run_1/layers.png
Bar = 20 um.
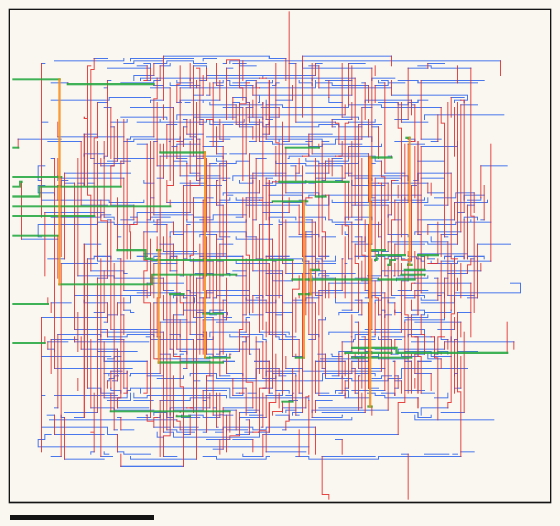
run_1/util_map.png
8 x 7 tiles, from dark blue (low) to red (high), 0 to 100% covered.
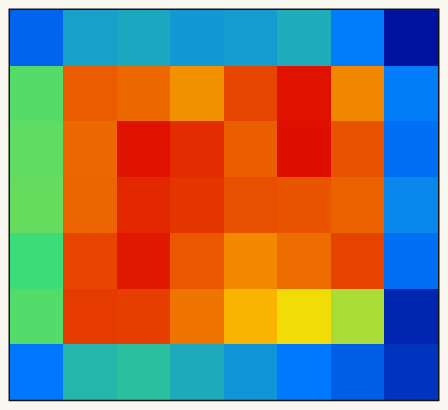
run_1/clock_wires.png
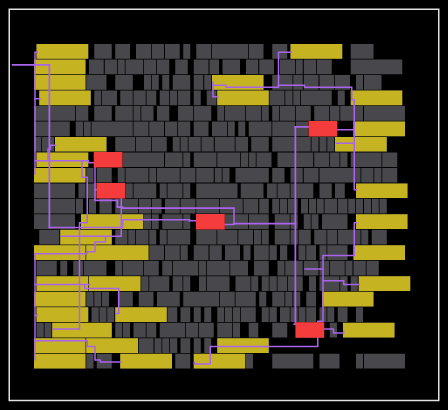
### src/rtl/mipi_lane_ctrl_if.sv
// -----------------------------------------------------------------------------
// mipi_lane_ctrl_if
// Lane-side signal bundle for one D-PHY data lane controller.
//   enable      : synchronous lane enable (low forces idle)
//   lp_p, lp_n  : raw LP comparator levels of the lane pins (asynchronous)
//   sync_found  : one-cycle pulse from the deserializer on sync byte alignment
//   termination : lane termination enable
//   hs_en       : deserializer HS receive enable
//   pkt_active  : high while a synced HS burst is in progress
//   sot_err     : one-cycle start-of-transmission error pulse
//   state       : current controller state code (debug)
// Modport slave is the controller view, master is the pin/datapath view.
// -----------------------------------------------------------------------------
interface mipi_lane_ctrl_if;
  logic       enable;
  logic       lp_p;
  logic       lp_n;
  logic       sync_found;
  logic       termination;
  logic       hs_en;
  logic       pkt_active;
  logic       sot_err;
  logic [2:0] state;

  modport slave (
    input  enable, lp_p, lp_n, sync_found,
    output termination, hs_en, pkt_active, sot_err, state
  );

  modport master (
    output enable, lp_p, lp_n, sync_found,
    input  termination, hs_en, pkt_active, sot_err, state
  );
endinterface

### src/rtl/mipi_lane_ctrl.sv
// -----------------------------------------------------------------------------
// mipi_lane_ctrl
// D-PHY lane-state controller for one CSI-2 data lane. Synchronizes the LP
// pin levels, detects the LP-11 -> LP-01 -> LP-00 start-of-transmission
// sequence, enables termination, waits the HS-settle time, arms the HS
// deserializer and tracks the burst until the lane returns to LP-11.
// Ports:
//   bit_clk : sole clock
//   reset   : asynchronous active-high reset
//   lane    : mipi_lane_ctrl_if.slave bundle (enable, lp_p, lp_n, sync_found
//             in; termination, hs_en, pkt_active, sot_err, state out)
// State codes: STOP=0 HS_RQST=1 HS_PREP=2 HS_SYNC=3 HS_DATA=4 WAIT_STOP=5.
// -----------------------------------------------------------------------------
module mipi_lane_ctrl #(
  parameter int SETTLE_CYCLES = 15,
  parameter int LP11_MIN      = 4,
  parameter int SYNC_TIMEOUT  = 64,
  parameter int CNT_W         = 8
) (
  input  logic            bit_clk,
  input  logic            reset,
  mipi_lane_ctrl_if.slave lane
);

  typedef enum logic [2:0] {
    ST_STOP      = 3'd0,
    ST_HS_RQST   = 3'd1,
    ST_HS_PREP   = 3'd2,
    ST_HS_SYNC   = 3'd3,
    ST_HS_DATA   = 3'd4,
    ST_WAIT_STOP = 3'd5
  } state_t;

  localparam logic [CNT_W-1:0] LP11_SAT    = CNT_W'(LP11_MIN);
  localparam logic [CNT_W-1:0] LP11_LAST   = CNT_W'(LP11_MIN - 1);
  localparam logic [CNT_W-1:0] SETTLE_LAST = CNT_W'(SETTLE_CYCLES - 1);
  localparam logic [CNT_W-1:0] TMO_LAST    = CNT_W'(SYNC_TIMEOUT - 1);
  localparam logic [CNT_W-1:0] CNT_MAX     = '1;

  // Saturating increment: counters must never wrap back to zero.
  function automatic logic [CNT_W-1:0] sat_inc(input logic [CNT_W-1:0] v);
    return (v == CNT_MAX) ? v : v + 1'b1;
  endfunction

  // ---------------------------------------------------------------------------
  // 2-FF synchronizer on the asynchronous LP comparator levels, {p,n}.
  // ---------------------------------------------------------------------------
  logic [1:0] lp_meta_q;
  logic [1:0] lp_sync_q;

  always_ff @(posedge bit_clk or posedge reset) begin
    if (reset) begin
      lp_meta_q <= 2'b00;
      lp_sync_q <= 2'b00;
    end else begin
      lp_meta_q <= {lane.lp_p, lane.lp_n};
      lp_sync_q <= lp_meta_q;
    end
  end

  logic lp_is_11;
  logic lp_is_01;
  logic lp_is_00;
  logic lp_is_10;

  assign lp_is_11 = (lp_sync_q == 2'b11);
  assign lp_is_01 = (lp_sync_q == 2'b01);
  assign lp_is_00 = (lp_sync_q == 2'b00);
  assign lp_is_10 = (lp_sync_q == 2'b10);

  // ---------------------------------------------------------------------------
  // State, counters and registered outputs
  // ---------------------------------------------------------------------------
  state_t           state_q,  state_d;
  logic [CNT_W-1:0] lp11_q,   lp11_d;
  logic [CNT_W-1:0] settle_q, settle_d;
  logic [CNT_W-1:0] tmo_q,    tmo_d;
  logic             termination_q, termination_d;
  logic             hs_en_q,       hs_en_d;
  logic             pkt_active_q,  pkt_active_d;
  logic             sot_err_q,     sot_err_d;
  logic             stop_ok;

  // Stop state is declared on the sample that completes the LP-11 run, so the
  // count seen here is one short of LP11_MIN. Once saturated it stays false,
  // which is harmless: every state that reacts to it is left on that edge.
  assign stop_ok = (lp11_q == LP11_LAST) && lp_is_11;

  always_ff @(posedge bit_clk or posedge reset) begin
    if (reset) begin
      state_q       <= ST_WAIT_STOP;
      lp11_q        <= '0;
      settle_q      <= '0;
      tmo_q         <= '0;
      termination_q <= 1'b0;
      hs_en_q       <= 1'b0;
      pkt_active_q  <= 1'b0;
      sot_err_q     <= 1'b0;
    end else begin
      state_q       <= state_d;
      lp11_q        <= lp11_d;
      settle_q      <= settle_d;
      tmo_q         <= tmo_d;
      termination_q <= termination_d;
      hs_en_q       <= hs_en_d;
      pkt_active_q  <= pkt_active_d;
      sot_err_q     <= sot_err_d;
    end
  end

  // ---------------------------------------------------------------------------
  // Next-state logic. Outputs are decoded from the next state so that they
  // are registered and change on the same edge as state_q.
  // ---------------------------------------------------------------------------
  always_comb begin
    state_d   = state_q;
    settle_d  = settle_q;
    tmo_d     = tmo_q;
    sot_err_d = 1'b0;
    lp11_d    = lp_is_11 ? ((lp11_q >= LP11_SAT) ? lp11_q : sat_inc(lp11_q)) : '0;

    if (!lane.enable) begin
      // Disabled lane: idle in WAIT_STOP with everything cleared, silently.
      state_d  = ST_WAIT_STOP;
      lp11_d   = '0;
      settle_d = '0;
      tmo_d    = '0;
    end else begin
      case (state_q)
        ST_WAIT_STOP: begin
          if (stop_ok) begin
            state_d = ST_STOP;
          end
        end

        ST_STOP: begin
          if (lp_is_01) begin
            state_d = ST_HS_RQST;
          end else if (lp_is_10) begin
            // Escape mode entry is not supported; drop out without an error.
            state_d = ST_WAIT_STOP;
          end else if (lp_is_00) begin
            state_d   = ST_WAIT_STOP;
            sot_err_d = 1'b1;
          end
        end

        ST_HS_RQST: begin
          if (lp_is_00) begin
            state_d  = ST_HS_PREP;
            settle_d = '0;
          end else if (lp_is_11) begin
            state_d = ST_STOP;
          end else if (lp_is_10) begin
            state_d   = ST_WAIT_STOP;
            sot_err_d = 1'b1;
          end
        end

        ST_HS_PREP: begin
          if (stop_ok) begin
            state_d   = ST_STOP;
            sot_err_d = 1'b1;
          end else if (settle_q == SETTLE_LAST) begin
            state_d = ST_HS_SYNC;
            tmo_d   = '0;
          end else begin
            settle_d = sat_inc(settle_q);
          end
        end

        ST_HS_SYNC: begin
          // Lane stop beats a late sync byte; a sync byte beats the timeout.
          if (stop_ok) begin
            state_d   = ST_STOP;
            sot_err_d = 1'b1;
          end else if (lane.sync_found) begin
            state_d = ST_HS_DATA;
          end else if (tmo_q == TMO_LAST) begin
            state_d   = ST_WAIT_STOP;
            sot_err_d = 1'b1;
          end else begin
            tmo_d = sat_inc(tmo_q);
          end
        end

        ST_HS_DATA: begin
          if (stop_ok) begin
            state_d = ST_STOP;
          end
        end

        default: begin
          state_d = ST_WAIT_STOP;
        end
      endcase
    end

    termination_d = (state_d == ST_HS_PREP) || (state_d == ST_HS_SYNC) ||
                    (state_d == ST_HS_DATA);
    hs_en_d       = (state_d == ST_HS_SYNC) || (state_d == ST_HS_DATA);
    pkt_active_d  = (state_d == ST_HS_DATA);
  end

  assign lane.termination = termination_q;
  assign lane.hs_en       = hs_en_q;
  assign lane.pkt_active  = pkt_active_q;
  assign lane.sot_err     = sot_err_q;
  assign lane.state       = state_q;

endmodule

### src/flat_wrapper.sv
// flat-port wrapper written by rule: the top's interface ports become plain ports
module mipi_lane_ctrl_flat 
#(
  parameter int SETTLE_CYCLES = 15,
  parameter int LP11_MIN      = 4,
  parameter int SYNC_TIMEOUT  = 64,
  parameter int CNT_W         = 8
)
  (bit_clk, reset, lane_enable, lane_lp_p, lane_lp_n, lane_sync_found, lane_termination, lane_hs_en, lane_pkt_active, lane_sot_err, lane_state);
  mipi_lane_ctrl_if lane_i ();
  input  logic bit_clk;
  input  logic reset;
  input wire logic [$bits(lane_i.enable)-1:0] lane_enable;
  input wire logic [$bits(lane_i.lp_p)-1:0] lane_lp_p;
  input wire logic [$bits(lane_i.lp_n)-1:0] lane_lp_n;
  input wire logic [$bits(lane_i.sync_found)-1:0] lane_sync_found;
  output wire logic [$bits(lane_i.termination)-1:0] lane_termination;
  output wire logic [$bits(lane_i.hs_en)-1:0] lane_hs_en;
  output wire logic [$bits(lane_i.pkt_active)-1:0] lane_pkt_active;
  output wire logic [$bits(lane_i.sot_err)-1:0] lane_sot_err;
  output wire logic [$bits(lane_i.state)-1:0] lane_state;
  assign lane_i.enable = lane_enable;
  assign lane_i.lp_p = lane_lp_p;
  assign lane_i.lp_n = lane_lp_n;
  assign lane_i.sync_found = lane_sync_found;
  assign lane_termination = lane_i.termination;
  assign lane_hs_en = lane_i.hs_en;
  assign lane_pkt_active = lane_i.pkt_active;
  assign lane_sot_err = lane_i.sot_err;
  assign lane_state = lane_i.state;
  mipi_lane_ctrl #(.SETTLE_CYCLES(SETTLE_CYCLES), .LP11_MIN(LP11_MIN), .SYNC_TIMEOUT(SYNC_TIMEOUT), .CNT_W(CNT_W)) u_core (.bit_clk(bit_clk), .reset(reset), .lane(lane_i));
endmodule
### config.mk
export PLATFORM = sky130hd
export DESIGN_NAME = mipi_lane_ctrl_flat
export DESIGN_NICKNAME = d
export VERILOG_FILES = /design/src/rtl/mipi_lane_ctrl_if.sv /design/src/rtl/mipi_lane_ctrl.sv /design/src/flat_wrapper.sv
export SDC_FILE = /design/constraint.sdc
export NUM_CORES = 1
export LEC_CHECK = 0
export ABC_AREA = 1
export CAP_MARGIN = 20
export CORE_ASPECT_RATIO = 0.9
export CORE_MARGIN = 4
export CORE_UTILIZATION = 53
export DETAILED_ROUTE_END_ITERATION = 8
export HOLD_SLACK_MARGIN = 0.15
export PLACE_DENSITY = 0.75
export SLEW_MARGIN = 20
export SYNTH_ARGS = -nofsm -noshare
export SYNTH_HDL_FRONTEND = slang
export SYNTH_SLANG_ARGS = --single-unit
### constraint.sdc
create_clock -name bit_clk -period 1.4 [get_ports bit_clk]
set_input_delay 0.28 -clock bit_clk [delete_from_list [all_inputs] [get_ports bit_clk]]
set_output_delay 0.28 -clock bit_clk [all_outputs]
set_load 0.1 [all_outputs]
==> impl_metrics.ini, run 1 <==
; synthesis and place-and-route metrics
[synthesis]
syn_avg_cell_area_um2 = 7.451
yosysCellCount = 289
synth_cell_types = 29
synth_area_um2 = 2153
compound_area_share_pct = 8.193
area_leaders = dfrtp_1 (38%), nand2_1 (12%), inv_1 (7.0%), nand3_1 (7.0%), nor2_1 (5.9%)
ys_top_cells_by_count = nand2_1 (69), inv_1 (40), nor2_1 (34)
edf_count = 0

[clock_tree]
htreeDepth = 2
cts-root-to-sink-buffers = 2
hold_buffers = 0

[status]
outcome = finished, violations left
violations = negative setup slack

[route]
wl_per_cell_um = 15.63
wirelength_mm = 6.534
ant_nets = 0
via_count = 2249

[flow_run]
drv_cap = 0

[sta]
worst_slew_pin_slew_ns = 0.2840
setup_ws_ns = -0.2384
finalSetupViolCount = 25
slew_headroom_pct = 81.02

[place]
dp_cells = 398
dpl_cell_area_um2 = 2835

[worst_setup_path]
critPathBufInv = 1
r2r_slack_ns = -0.24
path_max_fanout = 4
critPathLaunch = u_core.lp11_q[3]

[die]
fp_util_pct = 56.52
die_w_um = 75.19

[power_and_ir_drop]
peakVddDrop_uv = 796.1

[global_route]
grt_max_degree = 36
first_global_vias = 2169

[finish]
comb_area_um2 = 1305
comb_share_pct = 39.70
-- layers.png (at the start) --
color	layer	wire length
red	M2	3320 um
orange	M4	150 um
blue	M1	2780 um
green	M3	285 um

-- util_map.png (at the start) --
fullest tile	98%
emptiest ninth of the die	south-east
densest ninth of the die	center
mean over tiles	63%

-- clock_wires.png (at the start) --
[red] clock-net drivers | count: 5
[purple] clock wires | length: 457 um
[yellow] flip-flops | count: 35
flops lie	widely spread
routed clock nets	6

run_1/gates.png
Bar = 20 um.
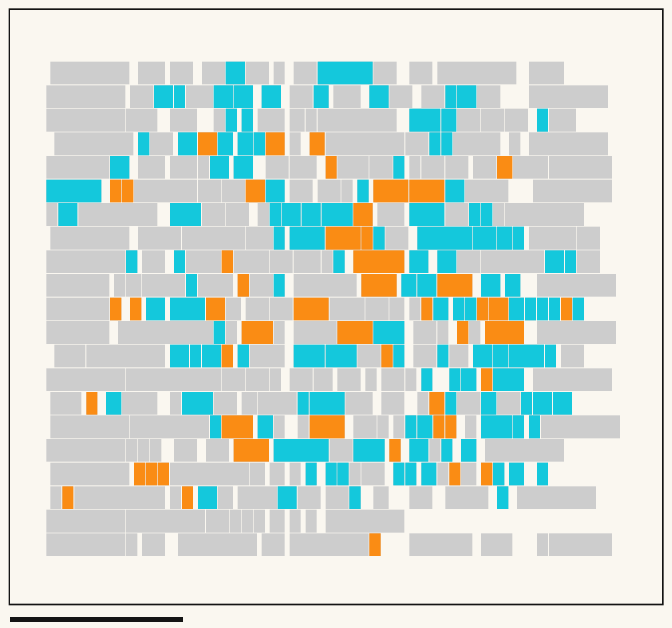

==> run 1 -> run 2 <==
==> constraint.sdc (replaced) <==
create_clock -name bit_clk -period 1.4 [get_ports bit_clk]
set_input_delay 0.28 -clock bit_clk [delete_from_list [all_inputs] [get_ports bit_clk]]
set_output_delay 0.28 -clock bit_clk [all_outputs]
set_load 0.005 [all_outputs]
run_2/gates.png
Bar = 20 um.
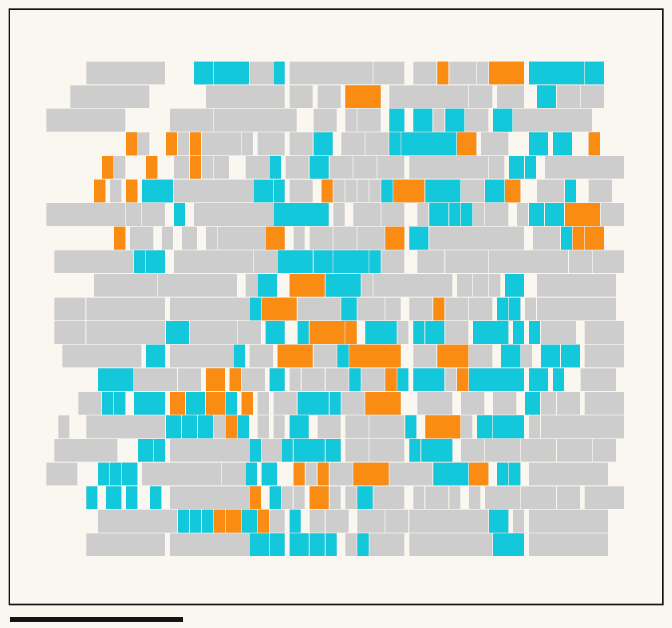
color	family	cells
orange	nor cells	49
cyan	nand cells	122

==> run 2 against run 1 <==
Effect of this change: the flow still finishes with violations (negative setup slack); utilization fell by 0.72 points; global-route usage fell by 0.99 points; critical path depth did not move; hold slack got worse by 0.0030 ns; register-to-register slack barely moved.
==> impl_metrics.ini, run 2 <==
; synthesis and place-and-route metrics
[synthesis]
syn_avg_cell_area_um2 = 7.451
area_leaders = dfrtp_1 (38%), nand2_1 (12%), inv_1 (7.0%), nand3_1 (7.0%), nor2_1 (5.9%)
compound_area_share_pct = 8.193
synth_cell_types = 29
ys_top_cells_by_count = nand2_1 (69), inv_1 (40), nor2_1 (34)
edf_count = 0
yosysCellCount = 289
synth_area_um2 = 2153

[sta]
worst_slew_pin_slew_ns = 0.3132
finalSetupViolCount = 24
slew_headroom_pct = 78.93
setup_ws_ns = -0.2499

[route]
ant_nets = 0
via_count = 2365
drc = 0
wirelength_mm = 6.798

[global_route]
first_global_vias = 2255
grt_max_degree = 36
grtUsageMet2_pct = 43.15
busiest_layer = met2

[clock_tree]
cts-root-to-sink-buffers = 2
clock_latency_ns = 0.30
htreeDepth = 2
hold_buffers = 0

[worst_setup_path]
critical_path_depth = 9
crit_type = reg2reg
r2r_slack_ns = -0.25
critPathBufInv = 1

[status]
outcome = finished, violations left
violations = negative setup slack

[flow_run]
drv_cap = 0

[die]
fp_util_pct = 56.52
die_w_um = 75.19

[place]
dp_cells = 392

[finish]
nClkBuffers = 5
comb_area_um2 = 1338

[power_and_ir_drop]
peakVddDrop_uv = 626.3
